### Supply network, run 1

Pins as bars on the die edge. Tap cells in grey.
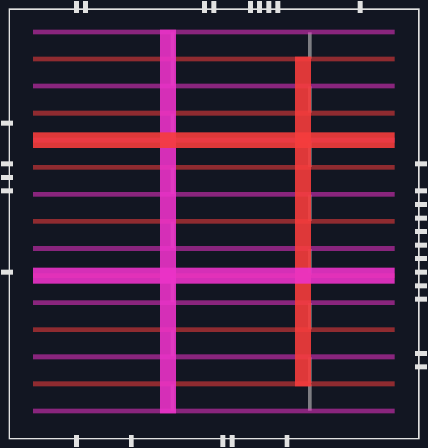
### Placed cells, one colour a class, run 1

The bar under the picture is 10 um long.
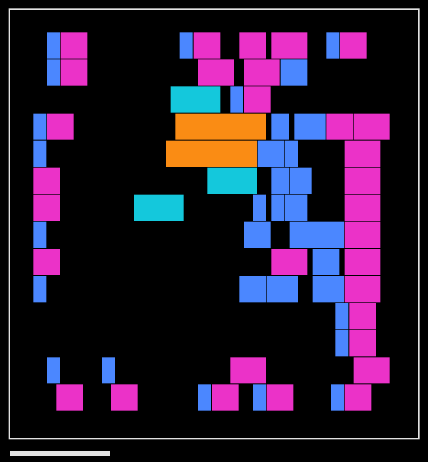
### The metal 2 layer, run 1

The bar under the picture is 10 um long. Cells faint in the background.
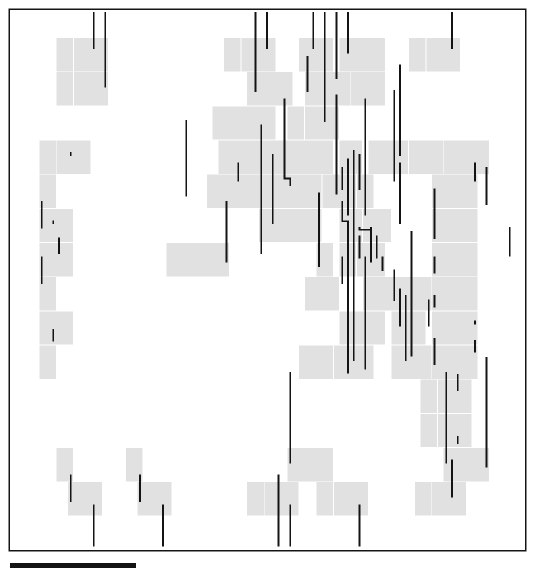
### Congestion heat map, run 1

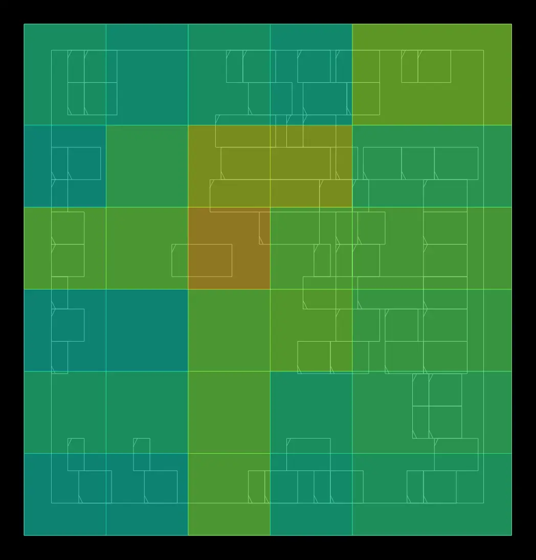
`src/rtl/retry_inorder_end.sv`:
```
// retry_inorder_end: closing stage of the in-order time-redundancy retry loop.
// Good elements are forwarded in order; a failed element triggers a retry request
// for its ID, and every element already in flight behind it is recirculated until
// the first re-issued element (resume ID) comes back.
// Optional macro RETRY_INORDER_END_STATS_EN adds a saturating 16-bit counter of
// accepted retry requests on retry_count_o; without it retry_count_o is tied to 0.
module retry_inorder_end #(
  parameter type DataType = logic,
  parameter int  IDSize   = 1
) (
  input  logic              clk_i,
  input  logic              rst_ni,
  input  DataType           data_i,
  input  logic [IDSize-1:0] id_i,
  input  logic              needs_retry_i,
  input  logic              valid_i,
  output logic              ready_o,
  output DataType           data_o,
  output logic              valid_o,
  input  logic              ready_i,
  output logic [IDSize-1:0] retry_id_o,
  output logic              retry_valid_o,
  output logic              retry_lock_o,
  input  logic [IDSize-1:0] retry_id_i,
  input  logic              retry_ready_i,
  output logic [15:0]       retry_count_o
);

  typedef enum logic {
    PASS  = 1'b0,
    RETRY = 1'b1
  } state_t;

  state_t            state_q, state_d;
  logic [IDSize-1:0] resume_id_q, resume_id_d;

  logic id_match;
  logic fwd;
  logic fwd_hs;
  logic retry_hs;

  // Saturating increment for the retry statistics counter.
  function automatic logic [15:0] sat_inc16(input logic [15:0] v);
    return (v == 16'hFFFF) ? v : v + 16'd1;
  endfunction

  // Payload and ID pass straight through; zero-cycle latency.
  assign data_o     = data_i;
  assign retry_id_o = id_i;

  // Classify the presented element: only the resume ID may leave RETRY, and only when good.
  always_comb begin
    id_match = (id_i == resume_id_q);
    fwd      = !needs_retry_i && ((state_q == PASS) || id_match);
  end

  // Handshakes: a forward never waits on the start stage, a retry never waits on the consumer.
  always_comb begin
    valid_o       = valid_i && fwd;
    retry_valid_o = valid_i && !fwd;
    ready_o       = fwd ? ready_i : retry_ready_i;
    fwd_hs        = valid_o && ready_i;
    retry_hs      = retry_valid_o && retry_ready_i;
  end

  // Lock upstream while recirculating, and already in the cycle a failure is first seen so
  // that anything the start stage issues alongside the request gets recirculated too.
  always_comb begin
    retry_lock_o = (state_q == RETRY) || (valid_i && needs_retry_i);
  end

  // Next-state logic: enter RETRY on an accepted retry, rearm the resume ID when the
  // resume element itself fails, leave RETRY when the resume element is forwarded.
  always_comb begin
    state_d     = state_q;
    resume_id_d = resume_id_q;
    unique case (state_q)
      PASS: begin
        if (retry_hs) begin
          state_d     = RETRY;
          resume_id_d = retry_id_i;
        end
      end
      RETRY: begin
        if (fwd_hs) begin
          state_d = PASS;
        end else if (retry_hs && id_match) begin
          resume_id_d = retry_id_i;
        end
      end
      default: begin
        state_d = PASS;
      end
    endcase
  end

  // State and resume-ID registers.
  always_ff @(posedge clk_i or negedge rst_ni) begin
    if (!rst_ni) begin
      state_q     <= PASS;
      resume_id_q <= '0;
    end else begin
      state_q     <= state_d;
      resume_id_q <= resume_id_d;
    end
  end

`ifdef RETRY_INORDER_END_STATS_EN
  logic [15:0] retry_count_q;

  // Count accepted retry requests, saturating at all-ones.
  always_ff @(posedge clk_i or negedge rst_ni) begin
    if (!rst_ni) begin
      retry_count_q <= 16'h0;
    end else if (retry_hs) begin
      retry_count_q <= sat_inc16(retry_count_q);
    end
  end

  assign retry_count_o = retry_count_q;
`else
  logic [15:0] unused_sat;

  // Statistics disabled: keep the saturation helper elaborated but drive a constant zero.
  always_comb begin
    unused_sat = sat_inc16(16'h0);
  end

  assign retry_count_o = unused_sat & 16'h0;
`endif

endmodule

```
`config.mk`:
```
export PLATFORM = sky130hd
export DESIGN_NAME = retry_inorder_end
export DESIGN_NICKNAME = d
export VERILOG_FILES = /design/src/rtl/retry_inorder_end.sv
export SDC_FILE = /design/constraint.sdc
export NUM_CORES = 1
export LEC_CHECK = 0
export CORE_AREA = 2 2 39 41
export CTS_BUF_LIST = sky130_fd_sc_hd__clkbuf_8 sky130_fd_sc_hd__clkbuf_16
export CTS_CLUSTER_DIAMETER = 60
export CTS_CLUSTER_SIZE = 20
export DETAILED_ROUTE_END_ITERATION = 7
export DIE_AREA = 0 0 41 43
export GPL_TIMING_DRIVEN = 0
export PLACE_DENSITY = 0.66
export SETUP_SLACK_MARGIN = 0.15
export SLEW_MARGIN = 20
export SYNTH_ARGS = -nofsm -noshare
export SYNTH_HDL_FRONTEND = slang
export SYNTH_SLANG_ARGS = --single-unit
export TNS_END_PERCENT = 1
```
`constraint.sdc`:
```
create_clock -name clk_i -period 3.45 [get_ports clk_i]
set_input_delay 0.69 -clock clk_i [delete_from_list [all_inputs] [get_ports clk_i]]
set_output_delay 0.69 -clock clk_i [all_outputs]
set_load 0.01 [all_outputs]
```
==> ci_impl_report.md, run 1 <==
### Flow metrics

| Metric | Value |
|---|---|
| Final worst-path setup slack | `0.401 ns` |
| Starting density of the core | `0.218` |
| Clock transition time at the flip-flop clock pins of the worst setup and hold paths | `0.03 ns` |
| PD cells | `365 mW/mm^2` |
| Worst IR Drop VDD | `0.148 mV` |
| Total wirelength of the detailed-routed design | `563 um` |
| Worst Path Required | `2.76 ns` |
| Hold slack final | `0.590 ns` |
| Via count of the first global-routing pass | `204` |
| Diode insertion count for antenna repair | `0` |
| Comb power frac | `0.386` |
| Largest net degree at the start of global routing | `8` |
| Kind of end point of the critical path | `primary output` |
| Fraction of the cycle the final worst path needs | `0.884` |
| Worst setup SP type | `primary input` |
| Relative area change from synthesis to final layout | `82.2%` |
| Total power | `201 uW` |
| Outcome | `finished clean` |
| Cts repair resizes | `0` |
| Switching power as a share of total power | `0.261` |
| Post-synth cell types | `17` |
| Seq pwr share | `0.171` |
| Remaining antenna violation count after routing | `0` |
| Maximum capacitance violations | `0` |
| Vias | `282` |
| Net load switching power | `52.3 uW` |
| Area of the mapped netlist | `302 um^2` |
| Clock tree from TritonCTS | `yes` |
| DR DRC count | `0` |
| Root buffer cell | `sky130_fd_sc_hd__clkbuf_8` |
| Slack of the worst reg-to-reg path | `2.53 ns` |
| Standard-cell rows | `14` |
| Number of detailed-route iterations in the first pass | `2` |
| Type of the worst setup path | `primary input to primary output` |
| Number of cells in the design after placement | `81` |
| Number of port buffers | `13` |
| Dpl cell area | `508 um^2` |
| Total leakage power | `0.000287 uW` |
| Longest Clk Path Bufs | `2` |
| Log Warnings | `26` |
Back to the opening pictures, 'Supply network':
[VSS] magenta
[VDD] red
rows: 14
tap cells: 16

Back to the opening pictures, 'Placed cells, one colour a class':
[all other logic] blue | cells: 32 | share of their area: 33%
[flip-flops] orange | cells: 2 | share of their area: 9.5%
[cells driving clock nets] cyan | cells: 3 | share of their area: 7.8%
[other buffers and delay cells] magenta | cells: 31 | share of their area: 50%

Back to the opening pictures, 'The metal 2 layer':
share of all routed wire: 48%
wire length on this layer: 273 um
nets with wire on the layer: 61
main direction: vertical

Back to the opening pictures, 'Congestion heat map':
global routing met2 resource utilization: 0.100
routing usage on met1: 0.0643
average routed wire per standard cell: 6.70 um
grt met3 use: 0.0471
global-route usage over all layers: 0.0673

run 1: cells in the mapped netlist:
| cell type | n | area share |
|---|---|---|
| sky130_fd_sc_hd__nand4_1 | 1 | 0.021 |
| sky130_fd_sc_hd__mux2_4 | 1 | 0.050 |
| sky130_fd_sc_hd__and2_2 | 1 | 0.025 |
| sky130_fd_sc_hd__nand3_1 | 1 | 0.017 |
| sky130_fd_sc_hd__a21o_1 | 2 | 0.050 |
| sky130_fd_sc_hd__conb_1 | 1 | 0.012 |
| sky130_fd_sc_hd__o211ai_1 | 1 | 0.025 |
| sky130_fd_sc_hd__buf_4 | 18 | 0.45 |
| sky130_fd_sc_hd__a31oi_1 | 1 | 0.021 |
| sky130_fd_sc_hd__and2b_2 | 1 | 0.029 |
| sky130_fd_sc_hd__a21oi_2 | 1 | 0.029 |
| sky130_fd_sc_hd__nor2_1 | 2 | 0.025 |
| sky130_fd_sc_hd__nand3b_1 | 1 | 0.025 |
| sky130_fd_sc_hd__nand2_1 | 1 | 0.012 |
| sky130_fd_sc_hd__o21ai_0 | 1 | 0.017 |
| sky130_fd_sc_hd__dfrtp_1 | 2 | 0.17 |
| sky130_fd_sc_hd__xor2_1 | 1 | 0.029 |
run 1: metal layers:
layer  global-route usage  part of all wire  vias to the layer above
li1                     -                 -                      151
met1               0.0643              0.36                      114
met2                0.100              0.48                       17
met3               0.0471              0.15                        0
met4               0.0400                 0                        0
met5                    0                 0                        -
run 1: cell usage in the layout, fill, tap and decap left out, drive strengths merged:
master,synthesis,final
clkdlybuf4s50,0,13
mux2,1,1
o211ai,1,1
nand3,1,1
nand2,1,1
and2,1,1
xor2,1,1
buf,18,18
nand3b,1,1
o21ai,1,1
dfrtp,2,2
nor2,2,2
nand4,1,1
a31oi,1,1
a21o,2,2
a21oi,1,1
and2b,1,1
conb,1,16
clkbuf,0,3
run 1: cell families (layout without fill, tap and decap cells):
logic type | count (synthesis) | count (layout) | synth area share
AOI/OAI and AO/OA | 6 | 6 | 0.141
other | 1 | 16 | 0.0124
xor gates and xnor gates | 1 | 1 | 0.0291
buffers and inverters | 18 | 34 | 0.448
and+or+nand+nor | 8 | 8 | 0.154
muxes | 1 | 1 | 0.0498
DFF | 2 | 2 | 0.166
run 1: registers in the layout (all words and copies together), names as in the netlist:
name,count
state_q,1
resume_id_q,1
run 1: critical path, stage by stage:
cell                              delay, ns
sky130_fd_sc_hd__clkdlybuf4s50_1       0.52
sky130_fd_sc_hd__xor2_1                0.27
sky130_fd_sc_hd__a21oi_2               0.11
sky130_fd_sc_hd__mux2_4                0.30
sky130_fd_sc_hd__clkdlybuf4s50_1       0.47
run 1: cell type report:
class                           count  area [um^2]
Fill cell                         162          835
Buffer                             18          135
Tap cell                           16         20.0
Timing Repair Buffer               13          130
Clock buffer                        3         41.3
Multi-Input combinational cell     32          173
Sequential cell                     2         50.0
run 1: power by group through the flow:
stage / registers [uW] / logic (uW) / clock network (uW)
final: 34.2 / 77.5 / 88.9
after global routing: 35.3 / 84.7 / 94.1
after CTS: 34.3 / 77.6 / 91.5
after detailed placement: 34.3 / 77.2 / 0
after global placement: 34.2 / 76.0 / 0
after floorplan: 33.3 / 48.3 / 0
## Run 2: what changed since run 1
--- a/config.mk
+++ b/config.mk
@@ -13,6 +13,7 @@
 export DIE_AREA = 0 0 41 43
 export GPL_TIMING_DRIVEN = 0
 export PLACE_DENSITY = 0.66
+export RECOVER_POWER = 100
 export SETUP_SLACK_MARGIN = 0.15
 export SLEW_MARGIN = 20
 export SYNTH_ARGS = -nofsm -noshare
### Supply network, run 2

Pins as bars on the die edge. Tap cells in grey.
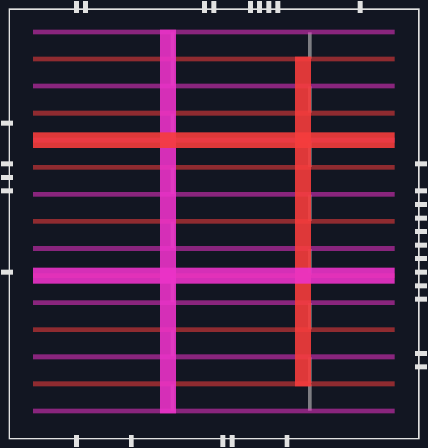
[VSS] magenta
[VDD] red
rows: 14
tap cells: 16
met1 rails: 15
signal pins: 31
met4 straps: 2

### Clock wires, drivers and flops, run 2

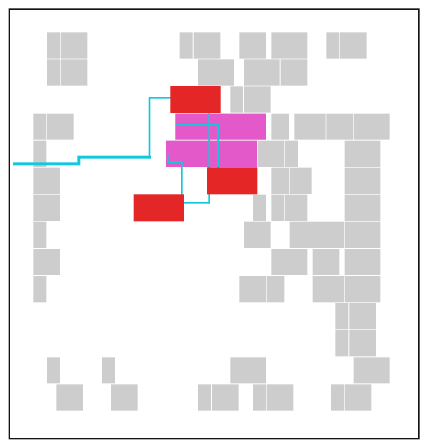
[flip-flops] magenta | count: 2
[clock wires] cyan | length: 59.7 um
[cells driving clock nets] red | count: 3
routed clock nets: 4

==> run 2 against run 1 <==
Effect of this change:
- via count increased by 0.35%
- non-clock buffer count unchanged
- power decreased by 1.9%
- critical path depth unchanged
- hold slack got worse by 0.013 ns
- routed wire length increased by 0.36%
- critical endpoint unchanged
==> ci_impl_report.md, run 2 <==
### Flow metrics

| Metric | Value |
|---|---|
| Total leakage power | `0.000287 uW (about the same)` |
| Clock transition time at the flip-flop clock pins of the worst setup and hold paths | `0.03 ns (about the same)` |
| Post-synth cell types | `17 (unchanged)` |
| Number of port buffers | `13 (unchanged)` |
| Cell type with the largest total area after synthesis | `sky130_fd_sc_hd__buf_4` |
| Worst setup SP type | `primary input` |
| PD cells | `361 mW/mm^2 (-1.3%)` |
| Global-route usage over all layers | `0.0673 (unchanged)` |
| Worst Path Required | `2.76 ns (about the same)` |
| Dominant cell area share | `0.448 (unchanged)` |
| Longest Clk Path Bufs | `2 (unchanged)` |
| Cell chain of the critical path | `dlygate4sd3_1, xor2_1, a21oi_1, mux2_4, clkdlybuf4s50_1` |
| Largest net degree at the start of global routing | `8 (unchanged)` |
| Remaining antenna violation count after routing | `0 (unchanged)` |
| Log Warnings | `26 (unchanged)` |
| Standard-cell rows | `14 (unchanged)` |
| Maximum single-stage delay on the critical path | `0.58 ns (+0.06 ns)` |
| Registers with the most flip-flops | `resume_id_q: 1 flops, state_q: 1 flops` |
| Average routed wire per standard cell | `6.73 um (+0.36%)` |
| Outcome | `finished clean` |
| Slowest cell on crit path | `sky130_fd_sc_hd__dlygate4sd3_1` |
| Root buffer cell | `sky130_fd_sc_hd__clkbuf_8` |
| Worst IR Drop VDD | `0.147 mV (-0.67%)` |
| Dominant cell by count in the synthesized netlist | `sky130_fd_sc_hd__buf_4` |
| DR DRC count | `0 (unchanged)` |
| Clock tree from TritonCTS | `yes` |
| Number of detailed-route iterations in the first pass | `1 (-1)` |
| Via count of the first global-routing pass | `204 (unchanged)` |
| Fraction of the cycle the final worst path needs | `0.924 (+0.0407)` |
| Starting density of the core | `0.218 (unchanged)` |
| Maximum capacitance violations | `0 (unchanged)` |
| Vias | `283 (+0.35%)` |
| Diode insertion count for antenna repair | `0 (unchanged)` |
| Kind of end point of the critical path | `primary output` |
| Area of the mapped netlist | `302 um^2 (unchanged)` |
[run 2: cell counts after synthesis]
Identical to the previous run, type by type.
[run 2: kinds of logic (layout without fill, tap and decap cells)]
logic type,count (synthesis),count (layout),share of synthesized area
AND/OR/NAND/NOR,8,8,0.154
other,1,16,0.0124
XOR/XNOR,1,1,0.0291
AND-OR/OR-AND,6,6,0.141
multiplexers,1,1,0.0498
buffers and inverters,18,34,0.448
flip-flops,2,2,0.166
[run 2: worst paths after layout]
kind	start	to	slack (ns)
max in group asynchronous	rst_ni	state_q	2.61
min in group asynchronous	rst_ni	resume_id_q	0.72
max reg2reg	resume_id_q	state_q	2.58
max	id_i	ready_o	0.26
min reg2reg	state_q	resume_id_q	0.58
min	state_q	resume_id_q	0.58
[run 2: through the flow]
step / cell area (um^2) / utilization / hold WS [ns]
after floorplan: 358 / - / 0.394
after global placement: 508 / 0.367 / 0.574
after detailed placement: 508 / 0.367 / 0.583
after CTS: 549 / 0.397 / 0.590
after global routing: 546 / 0.394 / 0.610
final: 546 / 0.394 / 0.577
[run 2: report_power, final]
group / internal, uW / switching, uW / total, uW
clock: 73.5 / 15.4 / 88.9
sequential: 28.5 / 5.27 / 33.8
combinational: 43.8 / 30.3 / 74.1
total: 146 / 51.0 / 197
[run 2: final cells by class]
type	count	area, um^2
clock buffers	3	41.3
fillers	162	838
multi-input cells	32	169
plain buffers	18	135
well taps	16	20.0
repair buffers	13	130
flip-flops and latches	2	50.0
[run 2: worst max-delay path: cells and delay by family]
| kind | cells | cell delay (ns) |
|---|---|---|
| XOR/XNOR | 1 | 0.18 |
| multiplexers | 1 | 0.32 |
| buffers and inverters | 2 | 1.05 |
| AND-OR/OR-AND | 1 | 0.26 |
[run 2: layer usage]
| layer | vias up | track usage | share of wire |
|---|---|---|---|
| li1 | 151 | - | - |
| met1 | 115 | 0.0643 | 0.36 |
| met2 | 17 | 0.100 | 0.49 |
| met3 | 0 | 0.0471 | 0.15 |
| met4 | 0 | 0.0400 | 0 |
| met5 | - | 0 | 0 |
Power and IR drop assume default switching activity.
